### src/rtl/ft_tx_drain_if.sv
// FIFO read port plus FT2232H sync-245 write pads, grouped for the tx drain.
interface ft_tx_drain_if;
    logic       fifo_empty;
    logic [7:0] fifo_data;
    logic       fifo_rd_en;
    logic       ft_txe_n;
    logic       ft_wr_n;
    logic [7:0] ft_data;
    logic       ft_siwu_n;

    // master: the drain itself; slave: the FIFO and FT chip side
    modport master (
        input  fifo_empty, fifo_data, ft_txe_n,
        output fifo_rd_en, ft_wr_n, ft_data, ft_siwu_n
    );
    modport slave (
        output fifo_empty, fifo_data, ft_txe_n,
        input  fifo_rd_en, ft_wr_n, ft_data, ft_siwu_n
    );
endinterface

### src/rtl/ft_tx_drain.sv
// Pops the FPGA-to-host byte FIFO and drives FT2232H TXE#/WR#/DATA through an out+skid pipeline.
// Optional send-immediate pulse on SIWU# after an idle period: define FT_TX_SIWU_EN.
module ft_tx_drain #(
    parameter int CNT_WIDTH  = 32,
    parameter int IDLE_FLUSH = 16
) (
    input  logic                 clk,
    input  logic                 reset,
    ft_tx_drain_if.master        bus,
    output logic                 busy,
    output logic [CNT_WIDTH-1:0] byte_count
);

    logic       out_valid, skid_valid, inflight;
    logic [7:0] out_reg, skid_reg;
    logic       out_valid_n, skid_valid_n;
    logic [7:0] out_reg_n, skid_reg_n;
    logic       accept, rd_en;
    logic [1:0] occ, occ_left;

    assign accept   = out_valid && !bus.ft_txe_n;
    assign occ      = 2'(out_valid) + 2'(skid_valid) + 2'(inflight);
    assign occ_left = occ - 2'(accept);
    // Combinational pop so a slot freed by an accept is refilled without a bubble.
    assign rd_en    = !reset && !bus.fifo_empty && (occ_left < 2'd2);

    assign bus.fifo_rd_en = rd_en;
    assign bus.ft_wr_n    = !out_valid;
    assign bus.ft_data    = out_reg;
    assign busy           = out_valid || skid_valid || inflight;

    always_comb begin
        out_valid_n  = out_valid;
        skid_valid_n = skid_valid;
        out_reg_n    = out_reg;
        skid_reg_n   = skid_reg;
        if (accept) begin
            if (skid_valid) begin
                out_reg_n    = skid_reg;
                skid_valid_n = 1'b0;
            end else begin
                out_valid_n  = 1'b0;
            end
        end
        // A landing byte takes the output slot only if nothing older remains ahead of it.
        if (inflight) begin
            if (!out_valid_n) begin
                out_valid_n  = 1'b1;
                out_reg_n    = bus.fifo_data;
            end else begin
                skid_valid_n = 1'b1;
                skid_reg_n   = bus.fifo_data;
            end
        end
    end

    always_ff @(posedge clk) begin
        if (reset) begin
            out_valid  <= 1'b0;
            skid_valid <= 1'b0;
            inflight   <= 1'b0;
            out_reg    <= '0;
            skid_reg   <= '0;
            byte_count <= '0;
        end else begin
            out_valid  <= out_valid_n;
            skid_valid <= skid_valid_n;
            inflight   <= rd_en;
            out_reg    <= out_reg_n;
            skid_reg   <= skid_reg_n;
            if (accept) byte_count <= byte_count + 1'b1;
        end
    end

`ifdef FT_TX_SIWU_EN
    localparam int IW = $clog2(IDLE_FLUSH + 1);

    logic [IW-1:0] idle_cnt;
    logic          armed;
    logic          siwu_n;

    assign bus.ft_siwu_n = siwu_n;

    always_ff @(posedge clk) begin
        if (reset) begin
            idle_cnt <= '0;
            armed    <= 1'b0;
            siwu_n   <= 1'b1;
        end else begin
            siwu_n <= 1'b1;
            if (accept) begin
                armed    <= 1'b1;
                idle_cnt <= '0;
            end else if (!bus.fifo_empty) begin
                idle_cnt <= '0;
            end else if (!busy && armed) begin
                if (idle_cnt == IW'(IDLE_FLUSH - 1)) begin
                    siwu_n   <= 1'b0;
                    idle_cnt <= '0;
                    armed    <= 1'b0;
                end else begin
                    idle_cnt <= idle_cnt + 1'b1;
                end
            end
        end
    end
`else
    logic unused_cfg;
    assign unused_cfg    = (IDLE_FLUSH > 0);
    assign bus.ft_siwu_n = 1'b1;
`endif

endmodule

### src/flat_wrapper.sv
// flat-port wrapper written by rule: the top's interface ports become plain ports
module ft_tx_drain_flat 
#(
    parameter int CNT_WIDTH  = 32,
    parameter int IDLE_FLUSH = 16
)
  (clk, reset, busy, byte_count, bus_fifo_empty, bus_fifo_data, bus_ft_txe_n, bus_fifo_rd_en, bus_ft_wr_n, bus_ft_data, bus_ft_siwu_n);
  ft_tx_drain_if bus_i ();
  input  logic clk;
  input  logic reset;
  output logic busy;
  output logic [CNT_WIDTH-1:0] byte_count;
  input wire logic [$bits(bus_i.fifo_empty)-1:0] bus_fifo_empty;
  input wire logic [$bits(bus_i.fifo_data)-1:0] bus_fifo_data;
  input wire logic [$bits(bus_i.ft_txe_n)-1:0] bus_ft_txe_n;
  output wire logic [$bits(bus_i.fifo_rd_en)-1:0] bus_fifo_rd_en;
  output wire logic [$bits(bus_i.ft_wr_n)-1:0] bus_ft_wr_n;
  output wire logic [$bits(bus_i.ft_data)-1:0] bus_ft_data;
  output wire logic [$bits(bus_i.ft_siwu_n)-1:0] bus_ft_siwu_n;
  assign bus_i.fifo_empty = bus_fifo_empty;
  assign bus_i.fifo_data = bus_fifo_data;
  assign bus_i.ft_txe_n = bus_ft_txe_n;
  assign bus_fifo_rd_en = bus_i.fifo_rd_en;
  assign bus_ft_wr_n = bus_i.ft_wr_n;
  assign bus_ft_data = bus_i.ft_data;
  assign bus_ft_siwu_n = bus_i.ft_siwu_n;
  ft_tx_drain #(.CNT_WIDTH(CNT_WIDTH), .IDLE_FLUSH(IDLE_FLUSH)) u_core (.clk(clk), .reset(reset), .bus(bus_i), .busy(busy), .byte_count(byte_count));
endmodule
### config.mk
export PLATFORM = sky130hd
export DESIGN_NAME = ft_tx_drain_flat
export DESIGN_NICKNAME = d
export VERILOG_FILES = /design/src/rtl/ft_tx_drain_if.sv /design/src/rtl/ft_tx_drain.sv /design/src/flat_wrapper.sv
export SDC_FILE = /design/constraint.sdc
export NUM_CORES = 1
export LEC_CHECK = 0
export CAP_MARGIN = 20
export CORE_AREA = 3 3 71 73
export DETAILED_ROUTE_END_ITERATION = 6
export DIE_AREA = 0 0 74 76
export GPL_TIMING_DRIVEN = 0
export PLACE_DENSITY = 0.89
export RECOVER_POWER = 25
export SLEW_MARGIN = 20
export SYNTH_ARGS = -nofsm -noshare
export SYNTH_HDL_FRONTEND = slang
export SYNTH_SLANG_ARGS = --single-unit
### constraint.sdc
create_clock -name clk -period 3.88 [get_ports clk]
set_input_delay 0.388 -clock clk [delete_from_list [all_inputs] [get_ports clk]]
set_output_delay 0.388 -clock clk [all_outputs]
set_load 0.01 [all_outputs]
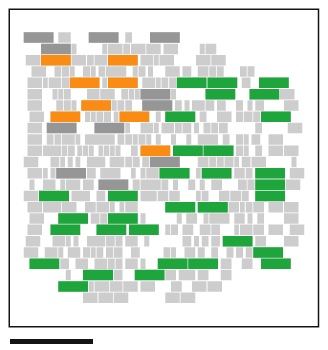
Figure 1: sequential cells colored by netlist name.
The bar under the picture is 20 microns long.
orange -> `u_core.skid_reg`  # flops 8
green -> `u_core.byte_count`  # flops 32
not colored = 11
Flop area: 1021 sq um
fin util: 68.34%
P_seq: 540 uW
Seq/total area: 33.84%

==> job_summary.md <==
### Yosys + OpenROAD results

| Metric | Value |
|---|---|
| First-pass GRT wire length | `9.770 mm` |
| Worst hold path stage count | `2` |
| Comb area | `1190 sq um` |
| Die Y | `76 microns` |
| Cells after Synth | `281` |
| Synth top area share | `43.73%` |
| H-tree depth | `2` |
| Area delta synth->final | `29.21%` |
| Top Layout Cells | `dfxtp_1, clkdlybuf4s50_1, a21oi_1` |
| Largest net degree at the start of global routing | `16` |
| R2r worst-path depth | `8` |
| Maximum vdd drop | `0.2324 mV` |
| Metal-1 WL | `2.565 mm` |
| Clock Tree Buf Depth | `2` |
| RePlAce Congestion | `0.8038` |
| Most common cell in the netlist | `dfxtp_1` |
| Most frequent logic cell in the layout | `dfxtp_1` |
| Outcome | `finished clean` |
| Final TNS setup | `0 ps` |
| Worst r2r src | `u_core.out_valid` |
| Asr flop ratio synth | `0%` |
| Detail Placement HPWL | `4.145 mm` |
| ANT cells | `0` |
| Resized cells post-CTS | `0` |
| Clock transition at the registers of the reported paths | `90 ps` |
| Setup Crit Path Kind | `primary input to output pin` |
| Clock share of power | `32.4%` |
| Max-Cap Viols | `0` |
| Initial DRC count | `189` |
| Latency at later pin | `310 ps` |
| DR WL met2 | `2.804 mm` |
| Port bufs | `53` |
| Tot Pwr | `917.3 uW` |
| Vias after detailed routing | `2295` |
| DR pass1 iterations | `4` |
| Core footprint | `4414 sq um` |
| Dominant flop cell | `dfxtp_1` |
| CTS tree | `built` |
| Largest register FFs | `32` |
| Slew margin rel. | `63.23%` |
| I/O pin total | `56` |
| Placed Cells | `386` |
| Routed WL per cell | `14.72 microns` |
| Root Buffer | `clkbuf_8` |
| Final non-filler cell total | `394` |
| Gr usage total | `21.27%` |
| DRC | `0` |
| Average size of a mapped cell | `8.309 sq um` |
| Yosys cell count | `281` |
| Part of the power in registers | `58.8%` |
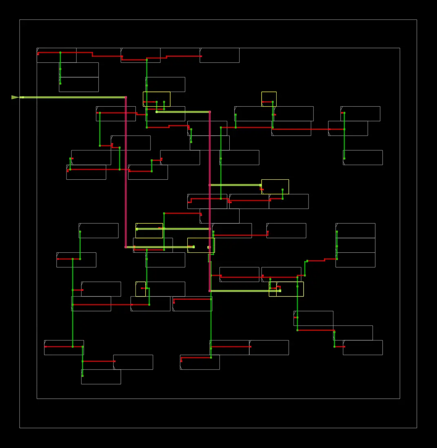
Figure 2: clock wiring as the flow saved it.
Setup Skew: 11.06 ps
Num CTS Buffers: 5

==> power by group through the flow <==
stage               sequential (uW)  combinational [uW]  clock [uW]
global placement                552                80.7           0
finish                          540                80.5         297
detailed placement              552                81.8           0
global route                    541                88.2         325
CTS                             540                82.8         305
floorplan                       555                36.6           0
==> kinds of logic after synthesis <==
logic type | share of synthesized area [%]
other | 0.1606
xor gates and xnor gates | 4.126
and+or+nand+nor | 27.39
adders and majority gates | 3.001
DFF | 43.73
muxes | 0.8575
AOI/OAI and AO/OA | 15.43
buffers and inverters | 5.306
==> area by class of cell <==
cell class	count	area share, %
multi-input cells	200	39.44
flip-flops and latches	51	33.84
repair buffers	53	17.59
plain buffers	20	2.903
clock buffers	6	2.406
well taps	52	2.157
inverters	10	1.244
clock inverters	2	0.4148
Power and IR drop assume default switching activity.
